==> images/met3.png <==
(2 px per um)
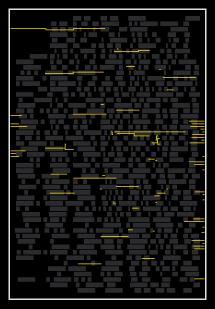
==> images/final_clocks.png <==
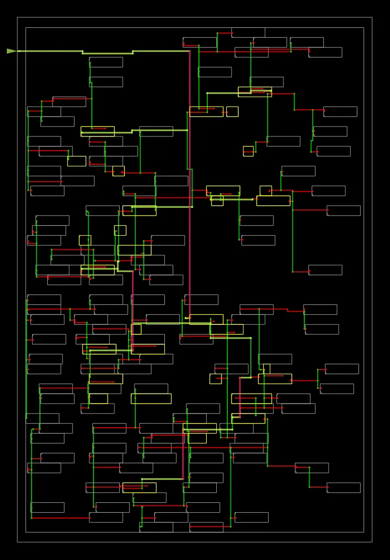
==> images/clock_map.png <==
(3 px per um)
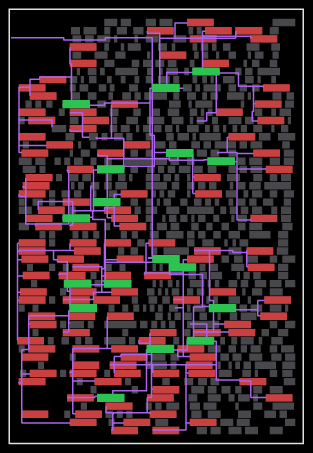
==> images/port_nets.png <==
(3 px per um)
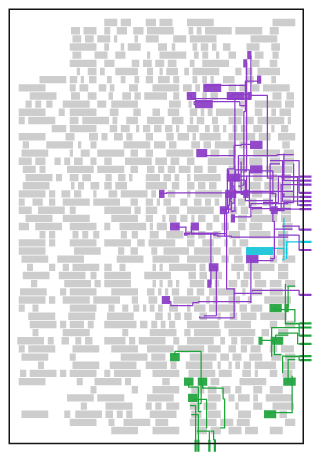
<file path="config.mk">
export PLATFORM = sky130hd
export DESIGN_NAME = tpu_tile_sequencer
export DESIGN_NICKNAME = d
export VERILOG_FILES = /design/src/rtl/tpu_ctrl_pkg.sv /design/src/rtl/valid_delay_line.sv /design/src/rtl/tpu_tile_sequencer.sv
export SDC_FILE = /design/constraint.sdc
export NUM_CORES = 1
export LEC_CHECK = 0
export CELL_PAD_IN_SITES_DETAIL_PLACEMENT = 1
export CELL_PAD_IN_SITES_GLOBAL_PLACEMENT = 1
export CORE_ASPECT_RATIO = 1.5
export CORE_MARGIN = 2
export CORE_UTILIZATION = 40
export DETAILED_ROUTE_END_ITERATION = 8
export GPL_ROUTABILITY_DRIVEN = 0
export PLACE_DENSITY_LB_ADDON = 0.1
export SETUP_SLACK_MARGIN = 0.1
export SKIP_CTS_REPAIR_TIMING = 1
export SYNTH_ARGS = -nofsm -noshare
export SYNTH_HDL_FRONTEND = slang
export SYNTH_SLANG_ARGS = --single-unit
</file>
<file path="constraint.sdc">
create_clock -name clk -period 1.9 [get_ports clk]
set_clock_uncertainty 0.15 [all_clocks]
set_input_delay 0.285 -clock clk [delete_from_list [all_inputs] [get_ports clk]]
set_output_delay 0.285 -clock clk [all_outputs]
set_load 0.02 [all_outputs]
</file>
<file path="src/rtl/tpu_ctrl_pkg.sv">
// Shared types and sizing helpers for the TPU tile control path.
package tpu_ctrl_pkg;

  typedef enum logic [2:0] {
    ST_IDLE,
    ST_POP_W,
    ST_RELOAD_W,
    ST_STREAM,
    ST_DRAIN,
    ST_DONE
  } state_t;

  // Skew in, array traversal, deskew out, plus two register stages.
  function automatic int default_pipe_lat(input int matrix_size);
    return 2 * matrix_size + 2;
  endfunction

  function automatic int row_cnt_width(input int addr_w);
    return addr_w + 1;
  endfunction

  localparam int DEFAULT_MATRIX_SIZE = 32;
  localparam int DEFAULT_PIPE_LAT    = default_pipe_lat(DEFAULT_MATRIX_SIZE);

endpackage

</file>
<file path="src/rtl/valid_delay_line.sv">
// Fixed-depth 1-bit valid shift register used to align strobes with pipeline results.
module valid_delay_line #(
  parameter int DEPTH = 4
) (
  input  logic clk,
  input  logic rstn,
  input  logic clear,
  input  logic din,
  output logic dout
);

  logic [DEPTH-1:0] sr_q;
  logic [DEPTH-1:0] sr_d;

  always_comb begin
    sr_d    = sr_q << 1;
    sr_d[0] = din;
    if (clear) sr_d = '0;
  end

  always_ff @(posedge clk or negedge rstn) begin
    if (!rstn) sr_q <= '0;
    else       sr_q <= sr_d;
  end

  assign dout = sr_q[DEPTH-1];

endmodule

</file>
<file path="src/rtl/tpu_tile_sequencer.sv">
// Start/busy/done sequencer for one matrix-multiply tile: weight pop and reload,
// UB streaming, and result write-back aligned through a valid delay line.
module tpu_tile_sequencer
  import tpu_ctrl_pkg::*;
#(
  parameter int ADDRESSSIZE = 10,
  parameter int MATRIX_SIZE = 32,
  parameter int PIPE_LAT    = default_pipe_lat(MATRIX_SIZE)
) (
  input  logic                   clk,
  input  logic                   rstn,
  input  logic                   start,
  input  logic                   abort,
  input  logic [ADDRESSSIZE:0]   num_rows,
  input  logic [ADDRESSSIZE-1:0] ub_base,
  input  logic [ADDRESSSIZE-1:0] res_base,
  input  logic                   acc_mode,
  output logic                   busy,
  output logic                   done,
  output logic                   fifo_read_enable,
  output logic                   we_rl,
  output logic                   ub_read_en,
  output logic [ADDRESSSIZE-1:0] ub_address,
  output logic                   res_write_enable,
  output logic [ADDRESSSIZE-1:0] res_address,
  output logic                   res_accumulate
);

  localparam int ROW_W = row_cnt_width(ADDRESSSIZE);

  state_t                 state_q, state_d;
  logic                   busy_q, busy_d;
  logic                   done_q, done_d;
  logic                   fifo_q, fifo_d;
  logic                   we_rl_q, we_rl_d;
  logic                   ub_en_q, ub_en_d;
  logic [ADDRESSSIZE-1:0] ub_addr_q, ub_addr_d;
  logic [ADDRESSSIZE-1:0] wr_addr_q, wr_addr_d;
  logic [ROW_W-1:0]       rows_left_q, rows_left_d;
  logic [ROW_W-1:0]       wr_left_q, wr_left_d;
  logic                   acc_q, acc_d;
  logic                   wr_strobe;

  valid_delay_line #(.DEPTH(PIPE_LAT)) u_valid_dl (
    .clk  (clk),
    .rstn (rstn),
    .clear(abort),
    .din  (ub_en_q),
    .dout (wr_strobe)
  );

  always_comb begin
    state_d     = state_q;
    done_d      = 1'b0;
    fifo_d      = 1'b0;
    we_rl_d     = 1'b0;
    ub_en_d     = 1'b0;
    ub_addr_d   = ub_addr_q;
    wr_addr_d   = wr_addr_q;
    rows_left_d = rows_left_q;
    wr_left_d   = wr_left_q;
    acc_d       = acc_q;

    // Writes can overlap streaming when PIPE_LAT is shorter than the job.
    if (wr_strobe) begin
      wr_left_d = wr_left_q - ROW_W'(1);
      wr_addr_d = wr_addr_q + ADDRESSSIZE'(1);
    end

    case (state_q)
      ST_IDLE: begin
        if (start) begin
          if (num_rows != '0) begin
            state_d     = ST_POP_W;
            fifo_d      = 1'b1;
            rows_left_d = num_rows;
            wr_left_d   = num_rows;
            ub_addr_d   = ub_base;
            wr_addr_d   = res_base;
            acc_d       = acc_mode;
          end else begin
            state_d = ST_DONE;
            done_d  = 1'b1;
          end
        end
      end
      ST_POP_W: begin
        state_d = ST_RELOAD_W;
        we_rl_d = 1'b1;
      end
      ST_RELOAD_W: begin
        state_d = ST_STREAM;
        ub_en_d = 1'b1;
      end
      ST_STREAM: begin
        if (rows_left_q == ROW_W'(1)) begin
          state_d     = ST_DRAIN;
          rows_left_d = '0;
        end else begin
          ub_en_d     = 1'b1;
          ub_addr_d   = ub_addr_q + ADDRESSSIZE'(1);
          rows_left_d = rows_left_q - ROW_W'(1);
        end
      end
      ST_DRAIN: begin
        if (wr_strobe && wr_left_q == ROW_W'(1)) begin
          state_d = ST_DONE;
          done_d  = 1'b1;
        end
      end
      ST_DONE: begin
        state_d = ST_IDLE;
        acc_d   = 1'b0;
      end
      default: state_d = ST_IDLE;
    endcase

    if (abort) begin
      state_d     = ST_IDLE;
      done_d      = 1'b0;
      fifo_d      = 1'b0;
      we_rl_d     = 1'b0;
      ub_en_d     = 1'b0;
      ub_addr_d   = '0;
      wr_addr_d   = '0;
      rows_left_d = '0;
      wr_left_d   = '0;
      acc_d       = 1'b0;
    end

    busy_d = (state_d != ST_IDLE);
  end

  always_ff @(posedge clk or negedge rstn) begin
    if (!rstn) begin
      state_q     <= ST_IDLE;
      busy_q      <= 1'b0;
      done_q      <= 1'b0;
      fifo_q      <= 1'b0;
      we_rl_q     <= 1'b0;
      ub_en_q     <= 1'b0;
      ub_addr_q   <= '0;
      wr_addr_q   <= '0;
      rows_left_q <= '0;
      wr_left_q   <= '0;
      acc_q       <= 1'b0;
    end else begin
      state_q     <= state_d;
      busy_q      <= busy_d;
      done_q      <= done_d;
      fifo_q      <= fifo_d;
      we_rl_q     <= we_rl_d;
      ub_en_q     <= ub_en_d;
      ub_addr_q   <= ub_addr_d;
      wr_addr_q   <= wr_addr_d;
      rows_left_q <= rows_left_d;
      wr_left_q   <= wr_left_d;
      acc_q       <= acc_d;
    end
  end

  assign busy             = busy_q;
  assign done             = done_q;
  assign fifo_read_enable = fifo_q;
  assign we_rl            = we_rl_q;
  assign ub_read_en       = ub_en_q;
  assign ub_address       = ub_addr_q;
  assign res_write_enable = wr_strobe;
  assign res_address      = wr_addr_q;
  assign res_accumulate   = acc_q;

endmodule
</file>
==> flow_metrics.env <==
# implementation run metrics
export IMPL_run_status="finished, violations left"
export IMPL_violations="setup timing"
export IMPL_reg2regPathDepth=9
export IMPL_place_hpwl_um=9800
export IMPL_warnings=30
export IMPL_grt_ovfl_total=0
export IMPL_finalMaxSlewViolations=0
export IMPL_cp_common_cell="buf_4"
export IMPL_antenna_found_initial=0
export IMPL_top_area_cell="dfrtp_1"
export IMPL_drive_gt1_share_pct=33.5
export IMPL_die_h_um=144
export IMPL_synthFlopType="dfrtp_1"
export IMPL_cts_max_level=4
export IMPL_p_seq_share_pct=36.8
export IMPL_power_mw=7.30
export IMPL_finish_utilization_pct=60.9
export IMPL_yosys_cells=476
export IMPL_end_kind="register"
export IMPL_final_common_cell="dfrtp_1"
export IMPL_drcViolationCount=0
export IMPL_hold_depth=2
export IMPL_ys_sh_xor_pct=3.84
export IMPL_clk_pin_slew_ns=0.06
export IMPL_yosys_area_mm2=0.00525
export IMPL_dr_total_vias=4300
export IMPL_synth_async_reset_ratio_pct=100
export IMPL_cp_cell_sequence="inv_2 > ha_4 > or4b_4 > buf_4 > nor4_4 > nand3b_4 > buf_4 > nand2_1 > a21oi_2"
export IMPL_ys_sh_simple_pct=22.5
export IMPL_die_width_um=97.5
export IMPL_max_slew_margin_rel_pct=67.1
export IMPL_largest_register_ffs=66
export IMPL_top_logic_kind="simple AND/OR/NAND/NOR gates"
export IMPL_drt_iter0_markers=140
export IMPL_cp_slowest_cell="or4b_4"
export IMPL_power_switching_mw=2.00
export IMPL_fp_util_pct=40.7
export IMPL_setup_viol=34
export IMPL_grt_start_max_net_pins=59
export IMPL_pg_comb_mw=1.37
export IMPL_rsz0062_at_grt="true"
export IMPL_worstPathMaxFanout=8
export IMPL_rows=51
export IMPL_syn_avg_cell_area_um2=11.0
export IMPL_wl_um=15700
export IMPL_fin_ws_ns=-0.397
export IMPL_p_clk_mw=3.25
export IMPL_powerSeq_mw=2.68
export IMPL_yosysMostFrequentCell="dfrtp_1"
export IMPL_cts_root_buffer="clkbuf_16"
export IMPL_crit_type="reg2reg"
export IMPL_port_buffers=62
export IMPL_min_delay_path_class="in2reg"
export IMPL_grt_pass1_vias=4658
export IMPL_synthTopCellsByArea="dfrtp_1, nor2b_1, nor2_1"
export IMPL_diodes=0
export IMPL_io_pins=63
export IMPL_mux_share_pct=0.572
export IMPL_cp_data_required_time_ns=2.09
export IMPL_synth_distinct_cells=64
export IMPL_hold_violations=0
export IMPL_top_area_share_pct=55.8
export IMPL_core_area_mm2=0.0129
export IMPL_die_area_mm2=0.0141
export IMPL_max_slew_worst_pin_slew_ns=0.490
export IMPL_edf_count=0
export IMPL_fin_crit_sh_pct=121
export IMPL_worstPathArrival_ns=2.49
export IMPL_first_pass_iters=4
export IMPL_reg2reg_slack_ns=-0.40
export IMPL_irDropWorstVdd_uv=625
export IMPL_synthToLayoutAreaGrowth_pct=49.6
export IMPL_ys_flops=117
Back to the opening pictures, met3.png:
wire length on this layer: 464 um
share of all routed wire: 3.0%
nets with wire on the layer: 48
main direction: horizontal
longest straight run: 35.4 um

Back to the opening pictures, final_clocks.png:
CTS sink cnt: 117
FFs & Latches: 117
number of buffers created by CTS: 17

Back to the opening pictures, clock_map.png:
[purple] clock wires | length: 1660 um
[red] flip-flops | count: 117
[green] cells driving clock nets | count: 17
flops lie: widely spread

Back to the opening pictures, port_nets.png:
| colour | port | direction | end cells | buffers | wire |
|---|---|---|---|---|---|
| green | res_base | input | 10 | 10 | 263 um |
| cyan | res_accumulate | output | 1 | 1 | 28.5 um |
| purple | num_rows | input | 25 | 23 | 994 um |

## cell type report
class / instances / area [um^2] / share of cell area [%]
well taps: 159 / 199 / 2.53
repair buffers: 168 / 1630 / 20.7
clock inverters: 12 / 141 / 1.80
clock buffers: 20 / 467 / 5.95
flip-flops and latches: 117 / 2930 / 37.3
inverters: 6 / 22.5 / 0.287
multi-input cells: 328 / 2460 / 31.4
## final timing paths
path	startpoint	endpoint
setup / recovery	rows_left_q[1]	ub_address[5]
hold / removal	abort	res_address[8]
setup reg to reg	rows_left_q[1]	ub_address[5]
hold reg to reg	u_valid_dl.sr_q[62]	u_valid_dl.sr_q[63]
max in group asynchronous	rstn	u_valid_dl.sr_q[31]
min in group asynchronous	rstn	res_address[4]
## per-stage QoR
| step | TNS [ns] | hold WS [ns] | setup WS, ns | instance area, um^2 | cells |
|---|---|---|---|---|---|
| 2_1_floorplan | -2.07 | -0.161 | -0.170 | 5280 | 476 |
| 3_3_place_gp | -13.88 | 0.0435 | -0.454 | 6630 | 754 |
| 3_5_place_dp | -15.32 | 0.0544 | -0.506 | 6630 | 754 |
| 4_1_cts | -8.48 | -0.399 | -0.465 | 7230 | 786 |
| 5_1_grt | -10.52 | 0.0511 | -0.487 | 7850 | 810 |
| 6_report | -7.83 | 0.0510 | -0.397 | 7850 | 810 |
## per-layer routing
metal / up-vias / share of wire [%] / track usage [%]
met3: 24 / 3.0 / 5.36
li1: 1982 / - / -
met1: 2208 / 40 / 25.0
met5: - / 0 / 0
met4: 0 / 2.2 / 8.48
met2: 86 / 55 / 39.0
## worst max-delay path, delay by kind of cell (launching register included)
family                   cells  cell delay (ns)
AND-OR/OR-AND                1             0.12
adder cells (fa/ha/maj)      1             0.13
buffers and inverters        3             0.41
flip-flops                   1             0.40
AND/OR/NAND/NOR              4             1.02
